--- src/rtl/stb_hit_counter.sv ---
// Strobe-driven hit counter: requests N strobes from the strobe generator and counts how many
// of them see the synchronised comparator output high at the strobe rising edge.
module stb_hit_counter #(
    parameter int CNT_WIDTH   = 16,
    parameter int T_CNT_WIDTH = 32,
    parameter int SYNC_STAGES = 2
) (
    input  logic                   clk_i,
    input  logic                   arst_i,
    input  logic                   start_i,
    input  logic                   abort_i,
    input  logic [CNT_WIDTH-1:0]   num_samples_i,
    input  logic                   gen_rdy_i,
    input  logic [T_CNT_WIDTH-1:0] stb_period_i,
    input  logic                   stb_i,
    input  logic                   stb_valid_i,
    output logic                   stb_req_o,
    input  logic                   cmp_i,
    output logic                   busy_o,
    output logic                   done_o,
    output logic                   err_o,
    output logic [CNT_WIDTH-1:0]   hit_cnt_o
);

    localparam int TO_W  = T_CNT_WIDTH + 2;
    // The timer must be able to reach the 2^20 fallback limit used when the period is unknown.
    localparam int TMR_W = (TO_W > 21) ? TO_W : 21;

    typedef enum logic [2:0] {
        IDLE, WAIT_RDY, REQ, WAIT_CLR, WAIT_VALID, ACCUM, FINISH
    } state_e;

    state_e                 state_q, state_d;
    logic [SYNC_STAGES-1:0] cmp_sync_q, cmp_sync_d;
    logic                   stb_d_q, start_d_q;
    logic                   sample_q, sample_d;
    logic                   edge_seen_q, edge_seen_d;
    logic [CNT_WIDTH-1:0]   n_q, n_d;
    logic [CNT_WIDTH-1:0]   smp_cnt_q, smp_cnt_d;
    logic [CNT_WIDTH-1:0]   hit_cnt_q, hit_cnt_d;
    logic [TO_W-1:0]        to_q, to_d;
    logic [TMR_W-1:0]       tmr_q, tmr_d;
    logic                   err_q, err_d;

    logic                   cmp_s, stb_rise, start_rise, timed_out;
    logic [TMR_W-1:0]       tmr_inc, tmr_limit;
    logic [CNT_WIDTH-1:0]   smp_inc;

    assign cmp_s      = cmp_sync_q[SYNC_STAGES-1];
    assign stb_rise   = stb_i & ~stb_d_q;
    assign start_rise = start_i & ~start_d_q;
    assign tmr_inc    = tmr_q + 1'b1;
    assign tmr_limit  = (to_q == '0) ? (TMR_W'(1) << 20) : TMR_W'(to_q);
    assign timed_out  = (tmr_inc >= tmr_limit);
    assign smp_inc    = smp_cnt_q + 1'b1;

    always_comb begin
        // NOTE: every signal written here gets a default first so no path can infer a latch.
        state_d     = state_q;
        n_d         = n_q;
        to_d        = to_q;
        tmr_d       = tmr_q;
        smp_cnt_d   = smp_cnt_q;
        hit_cnt_d   = hit_cnt_q;
        err_d       = err_q;
        sample_d    = stb_rise ? cmp_s : sample_q;
        edge_seen_d = edge_seen_q | stb_rise;
        cmp_sync_d  = {cmp_sync_q[SYNC_STAGES-1:0]};
        cmp_sync_d[0] = cmp_i;
        for (int i = 1; i < SYNC_STAGES; i++) begin
            cmp_sync_d[i] = cmp_sync_q[i-1];
        end

        if (abort_i && state_q != IDLE) begin
            state_d = IDLE;
        end else begin
            case (state_q)
                IDLE: begin
                    if (start_rise) begin
                        n_d       = num_samples_i;
                        to_d      = {stb_period_i, 2'b00};
                        tmr_d     = '0;
                        smp_cnt_d = '0;
                        hit_cnt_d = '0;
                        err_d     = 1'b0;
                        state_d   = (num_samples_i == '0) ? FINISH : WAIT_RDY;
                    end
                end
                WAIT_RDY: begin
                    tmr_d = tmr_inc;
                    if (timed_out) begin
                        err_d   = 1'b1;
                        state_d = FINISH;
                    end else if (gen_rdy_i) begin
                        state_d = REQ;
                    end
                end
                REQ: begin
                    // A rise in the request cycle itself already belongs to this sample.
                    edge_seen_d = stb_rise;
                    tmr_d       = '0;
                    state_d     = WAIT_CLR;
                end
                WAIT_CLR, WAIT_VALID: begin
                    tmr_d = tmr_inc;
                    if (timed_out) begin
                        err_d   = 1'b1;
                        state_d = FINISH;
                    end else if (state_q == WAIT_CLR && !stb_valid_i) begin
                        state_d = WAIT_VALID;
                    end else if (state_q == WAIT_VALID && stb_valid_i) begin
                        state_d = ACCUM;
                    end
                end
                ACCUM: begin
                    if (!edge_seen_q) begin
                        err_d = 1'b1;
                    end else if (sample_q && hit_cnt_q != '1) begin
                        hit_cnt_d = hit_cnt_q + 1'b1;
                    end
                    smp_cnt_d = smp_inc;
                    state_d   = (smp_inc == n_q) ? FINISH : REQ;
                end
                FINISH:  state_d = IDLE;
                default: state_d = IDLE;
            endcase
        end
    end

    always_ff @(posedge clk_i or negedge arst_i) begin
        if (!arst_i) begin
            state_q     <= IDLE;
            cmp_sync_q  <= '0;
            stb_d_q     <= 1'b0;
            start_d_q   <= 1'b0;
            sample_q    <= 1'b0;
            edge_seen_q <= 1'b0;
            n_q         <= '0;
            smp_cnt_q   <= '0;
            hit_cnt_q   <= '0;
            to_q        <= '0;
            tmr_q       <= '0;
            err_q       <= 1'b0;
        end else begin
            // NOTE: non-blocking assignments so every flop samples pre-edge values.
            state_q     <= state_d;
            cmp_sync_q  <= cmp_sync_d;
            stb_d_q     <= stb_i;
            start_d_q   <= start_i;
            sample_q    <= sample_d;
            edge_seen_q <= edge_seen_d;
            n_q         <= n_d;
            smp_cnt_q   <= smp_cnt_d;
            hit_cnt_q   <= hit_cnt_d;
            to_q        <= to_d;
            tmr_q       <= tmr_d;
            err_q       <= err_d;
        end
    end

    assign stb_req_o = (state_q == REQ);
    assign done_o    = (state_q == FINISH);
    assign busy_o    = (state_q != IDLE);
    assign err_o     = err_q;
    assign hit_cnt_o = hit_cnt_q;

endmodule
--- config.mk ---
export PLATFORM = sky130hd
export DESIGN_NAME = stb_hit_counter
export DESIGN_NICKNAME = d
export VERILOG_FILES = /design/src/rtl/stb_hit_counter.sv
export SDC_FILE = /design/constraint.sdc
export NUM_CORES = 1
export LEC_CHECK = 0
export CORE_AREA = 3 3 181 183
export DETAILED_ROUTE_END_ITERATION = 8
export DIE_AREA = 0 0 184 186
export DONT_BUFFER_PORTS = 1
export PLACE_DENSITY = 0.38
export SLEW_MARGIN = 10
export SYNTH_ARGS = -nofsm -noshare
export SYNTH_HDL_FRONTEND = slang
export SYNTH_SLANG_ARGS = --single-unit
--- constraint.sdc ---
create_clock -name clk_i -period 7.58 [get_ports clk_i]
set_input_delay 2.274 -clock clk_i [delete_from_list [all_inputs] [get_ports clk_i]]
set_output_delay 2.274 -clock clk_i [all_outputs]
set_load 0.02 [all_outputs]
Figure 1. Wiring by layer (run 1).
Bar = 50 um. Only two layers are drawn.
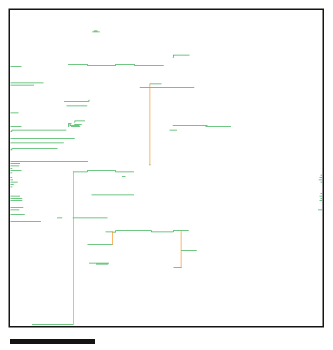
- M3: green (wire length 731 um)
- M4: orange (wire length 167 um)
Overall Global Routing Usage: 0.118
vias after detailed routing: 5,653
per-cell routed wire length: 16.4 um
WL final: 19.9 mm

Figure 2. Clock routing (run 1).
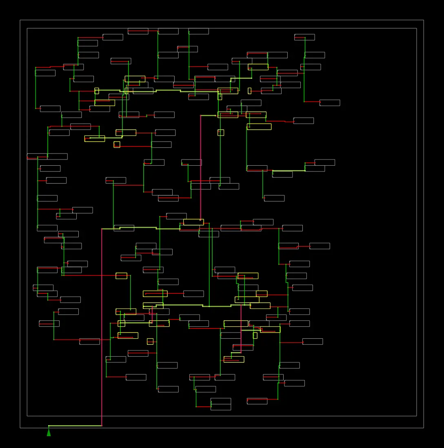
clock latency reported for the late side of the worst-skew pair: 0.42 ns
clock buffer count in the final layout: 21
total CTS buffers: 17
number of sequential storage elements: 124
power dissipated in the clock network: 0.884 mW

Figure 3. Clock network drawn from the DEF (run 1).
Bar = 50 um.
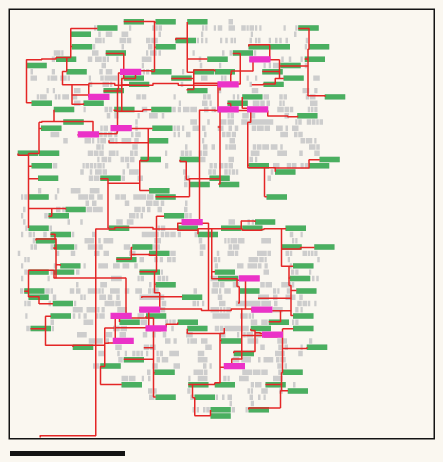
- flip-flops: green (count 124)
- clock wires: red (length 2,230 um)
- clock-net drivers: magenta (count 17)
- routed clock nets: 18
worst clock skew: 0.00540 ns
Clk pwr share: 0.351

==> notes.md, run 1 <==
Results of the implementation run.

The quantity of gates resized following cts came out at 0. In the placement report, post-DP HPWL is listed as 13.8 mm. The number of cells on the worst reg-to-reg path came out at 16. The count of standard-cell rows is 65. The critical-path maximum fanout came out at 6. The number of ports placed on the die boundary came out at 76.

The maximum level of the CTS H-tree came out at 4. The met1 track demand over resource in global routing is 0.169. The core utilization before placement came out at 0.229. The number of placed instances with taps included came out at 1,183. The routed wire length on met3 came out at 731 um.

The post-synth tally of flip-flops with integrated enable is 0. The global routing met3 resource utilization is 0.0279. The count of inverters not on the clock network in the layout came out at 40.

The multi-input combinational cells in the finished layout cover a total of 3790 um2. The per-cell via count in the routed design came out at 4.65. The gate-level netlist out of Yosys references 58 unique cell types. The power attributed to combinational cells came out at 0.671 mW. The number of antenna cells inserted is 0. The cell depth of the worst setup path is 16. The sequential cell area fraction in the yosys report came out at 0.431. The tap cell count came out at 402. The detailed route wirelength on metal2 is 8.85 mm. The library cells used most frequently in the layout, excluding fill and tap cells, are 138 x sky130_fd_sc_hd__nand2_1, 124 x sky130_fd_sc_hd__dfrtp_1, 87 x sky130_fd_sc_hd__o21ai_0. The fraction of synthesized cell area taken by the top area cell type is 0.431. For the worst setup path, the data arrival time is 4.64 ns. The net count after synthesis is 907. The gate count after technology mapping came out at 815. The final period demand of the worst path came out at 4.36 ns. The detailed router used layers up to and including met4. The detailed-routing wirelength on met1 came out at 10.1 mm. The relative area change from synthesis to final layout came out at 13.9%.

The first-pass iteration count of the detailed router is 5. The pin count of the biggest net entering global routing is 125. The initial antenna violation count came out at 0. The residual DRC count came out at 0. The power consumption is 2.52 mW. The flip-flop count of the largest register, all copies and words added came out at 34. The xor/xnor cell area share of the yosys netlist came out at 0.0838.

The width of the die came out at 184 um. 614 cells are multi-input combinational gates. The number of routed nets with antenna violations is 0. The main power-consuming group is registers. The number of design-rule violations left by the first detailed-router iteration came out at 331. The register share of the cell area is 0.379. The flip-flop and latch area is 3100 um2. The area fraction in full adders, half adders and majority gates is 0.0626. The synthesized area divided by synthesized cell count is 8.83 um2.

The fraction of layout cells with a size suffix above 1 is 0.0652. The highest achievable clock rate came out at 0.230 GHz. The class of the tightest hold or removal check is flip-flop to flip-flop.

The final design instance area without fill came out at 8190 um2. The synthesis log from Yosys contains 0 warnings. Across all hold checks on the routed design, the worst slack comes to 0.347 ns. The run finished with clean final reports. The total of buffers placed on input and output ports is 0. The sequential share of power is 0.382.

The tally of non-filler cells in the final layout came out at 1,215.
==> run 1 -> run 2 <==
- PLACE_DENSITY: 0.38 -> 0.39
- clock period: 7.58 -> 3.85 ns (I/O delays scaled with it)
==> run 2 against run 1 <==
Maximum frequency increased by 19%. Non-clock buffer count rose by 33. Register-to-register slack worse by 3.0 ns. Combinational power grew 110%. Critical path depth unchanged. Area after synthesis unchanged. Total power increased by 99%. Via count grew 2.2%. Cell area increased by 4.6%. Core utilization grew 1.2 points. Count of clock-buffer cells in the layout down 1. Highest routed layer unchanged.
==> notes.md, run 2 <==
Results of the implementation run.

The flow ran to the end, and the final reports show no timing, DRC or antenna violations. The number of cells on the worst reg-to-reg path came out at 16. The fraction of synthesized cell area taken by the top area cell type is 0.431. The routed wire length on met3 came out at 679 um. The detailed router placed 5,780 vias in this run. The pin count of the biggest net entering global routing is 125. The met1 track demand over resource in global routing came out at 0.171.

The gate count after technology mapping is 815. The number of placed instances, taps included, is 1,209. The TritonCTS buffer count came out at 17. The count of standard-cell rows is 65.

The synthesis warning total is 0. The count of clock buffers in the final design came out at 20. The combinational gate area is 3930 um2. The routed layout reports a DRC error count of 0.

A synthesized cell averages 8.83 um2. Looking at the clock tree report, the H-tree level count equals 4. The detailed route wirelength on metal2 came out at 8.76 mm. The HPWL reported at the end of detailed placement came out at 14.1 mm. The initial antenna violation count is 0. The count of inverters not on the clock network in the layout is 40.

The first-pass iteration count of the detailed router came out at 5. Final hold analysis gives a worst-case slack of 0.349 ns. Signal routing reaches up to met4. The power consumption is 5.00 mW. The flip-flop count of the largest register, all copies and words added is 34.

The highest achievable clock rate is 0.274 GHz. The clock network power consumption is 1.72 mW. The sequential cell count of the final layout came out at 124. The final period demand of the worst path is 3.66 ns. The global routing met3 resource utilization is 0.0258. The power attributed to combinational cells came out at 1.42 mW.

The worst path arrival time is 3.99 ns. The main power-consuming group is registers. During I/O placement, the number of pins put on the boundary was 76. The sequential cell area fraction in the yosys report came out at 0.431.

The flip-flop and latch area is 3100 um2. The critical-path maximum fanout came out at 4. In this run, the synthesized area fraction spent on adder and majority cells is recorded as 0.0626. The tap cell count came out at 402. Nets still carrying antenna violations after routing amount to 0. The top cell types in the final layout, fill and taps aside, are 138 x sky130_fd_sc_hd__nand2_1, 124 x sky130_fd_sc_hd__dfrtp_1, 87 x sky130_fd_sc_hd__o21ai_0. Note that the worst hold path type here is flip-flop to flip-flop. The tally of non-filler cells in the final layout came out at 1,247.
Figure 4. PDN straps and rails (run 2).
Bar = 50 um. Pins as bars on the die edge. Tap cells in grey.
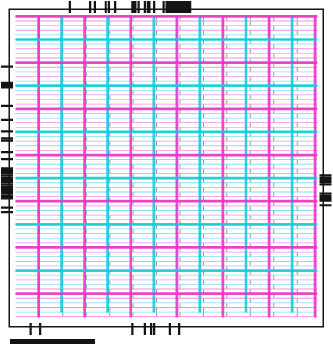
- VDD: cyan
- VSS: magenta
- met1 rails: 66
- rows: 65
- signal pins: 76
- met4 straps: 13
- tap cells: 402
placeable core area: 31,400 um2
worst-case vdd ir drop: 0.213 mV
chip height: 186 um
horizontal die size: 184 um

Figure 5. Wiring by layer (run 2).
Bar = 50 um. Only two layers are drawn.
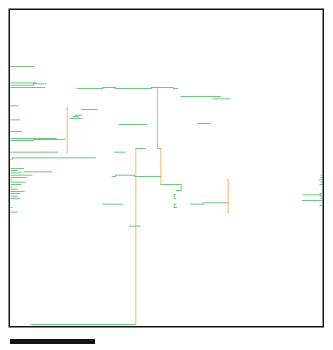
- M4: orange (wire length 205 um)
- M3: green (wire length 679 um)
per-cell routed wire length: 16.1 um
WL final: 20.0 mm

==> run 2 -> run 3 <==
- PLACE_DENSITY: 0.39 -> 0.38
- clock period: 3.85 -> 4.5 ns (I/O delays scaled with it)
==> run 3 against run 2 <==
Via count down 2.8%. Wire length down 1.2%. Cell count down 2.3%. First-iteration DRC count up 24%. Combinational power down about 20%. Area after synthesis unchanged. Cell area down 4.4%. Sequential share of layout area up 1.7 points. Critical path depth unchanged. Sequential power down 13%. Global-route usage up 0.25 points.
==> notes.md, run 3 <==
Results of the implementation run.

The number of antenna cells inserted is 0. The sequential cell count of the final layout is 124. Registers take 3100 um2. The total of buffers placed on input and output ports is 0.

The combinational gate area is 3790 um2. The number of design-rule violations left by the first detailed-router iteration is 353. Hold repair after CTS inserted 0 buffers. The global routing met3 resource utilization is 0.0293. The synthesized area divided by synthesized cell count came out at 8.83 um2. Post-CTS repair ended up resizing 0 cells. The tally of non-filler cells in the final layout came out at 1,218. For this configuration, the core starts out at a cell density of 0.229.

Of the total synthesized cell area, the portion taken by XOR and XNOR cells is 0.0838. The flow ran to the end, and the final reports show no timing, DRC or antenna violations. The H-tree was split into 4 levels. The fraction of synthesized cell area taken by the top area cell type came out at 0.431.

In the synthesized netlist, the number of instances is 815. The hold slack came out at 0.350 ns. The detailed-routing wirelength on met1 is 10.2 mm. The final timing report lists a max-slew violation count of 0. Overall routing resource usage recorded by global route was 0.121. The power attributed to combinational cells is 1.14 mW. The placeable core area is 31,400 um2. The number of cells on the worst reg-to-reg path came out at 16. After layout, the minimum clock period comes to 4.12 ns.

The relative area change from synthesis to final layout is 13.9%. The vertical extent of the die came out at 186 um. The number of nets handed over by synthesis was 907. The final setup slack of the worst path came out at 0.378 ns. The post-synth tally of flip-flops with integrated enable came out at 0. The area fraction in full adders, half adders and majority gates came out at 0.0626. Timing analysis after detailed placement gives a worst setup slack of 0.208 ns. The synthesis warning total came out at 0.

The insertion delay of the later-clocked pin in the worst-skew pair came out at 0.43 ns. The final design instance area without fill is 8190 um2. The routed wire length on met3 is 735 um. Per the post-route antenna check, the number of violating nets is 0. The reg2reg setup slack is 0.38 ns. The number of library cell types mapped by synthesis is 58. The number of multi-input combinational cells in the layout came out at 614. The TritonCTS buffer count came out at 17. The sequential cell area fraction in the yosys report is 0.431. The routed via count came out at 5,617. The first detailed-routing pass ran for 5 iterations. The worst path arrival time is 4.42 ns.

The cell depth of the worst setup path is 16. The width of the die came out at 184 um. The library cells used most frequently in the layout, excluding fill and tap cells, are 138 x sky130_fd_sc_hd__nand2_1, 124 x sky130_fd_sc_hd__dfrtp_1, 87 x sky130_fd_sc_hd__o21ai_0. The fraction of cell area in sequential cells is reported as 0.379. After its last routability iteration, the placer logged a weighted congestion of 0.761.

The highest achievable clock rate came out at 0.243 GHz. The OpenROAD warning count is 29. The sum of negative setup slack is 0 ns.

The fraction of layout cells with a size suffix above 1 came out at 0.0711. The met1 track demand over resource in global routing is 0.176. STA reports the tightest min-delay check as being of type flip-flop to flip-flop.

The count of clock buffers in the final design came out at 18. The power consumption came out at 4.19 mW. The clock network fraction of total power is 0.340. The per-cell via count in the routed design is 4.61. The tap cell count came out at 402. The number of nets in the finished design is 895. The residual DRC count is 0. The uppermost metal layer occupied by signal nets is met4.

The sequential share of power came out at 0.387. Summed over all nets, wire length on met2 after detailed routing comes to 8.66 mm. The count of inverters not on the clock network in the layout is 40. For this block, the routed nets add up to 19.8 mm of wire.

Per STA, the worst path is made up of nand4_2, or3_1, nor2_4, and3_2, and2b_1, nand2b_1, xnor2_1, ha_1, a21o_1, a21oi_1, o221ai_1, or3_1, o221ai_2, a2bb2oi_1, o31ai_1, a31oi_1. Looking at the setup timing report, the critical path kind is flip-flop to flip-flop. The setup skew after layout is 0.0107 ns. The detailed-route wire length per cell came out at 16.3 um.
Figure 6. PDN straps and rails (run 3).
Bar = 50 um. Pins as bars on the die edge. Tap cells in grey.
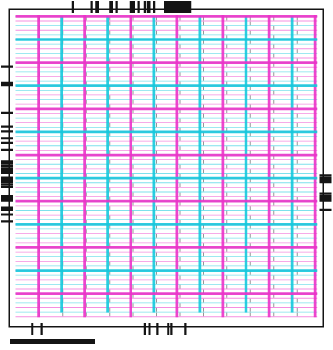
- VSS: magenta
- VDD: cyan
- tap cells: 402
- met1 rails: 66
worst-case vdd ir drop: 0.192 mV

Figure 7. Clock routing (run 3).
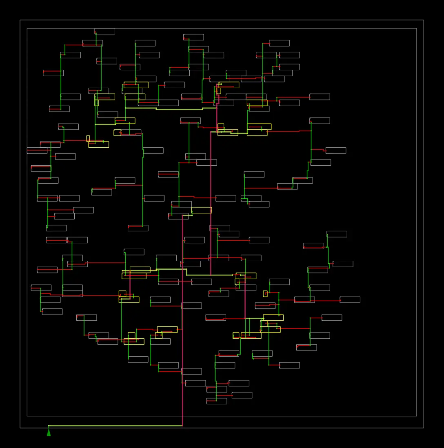
number of sinks on the clock net: 124
power dissipated in the clock network: 1.42 mW

Power and IR drop assume default switching activity.
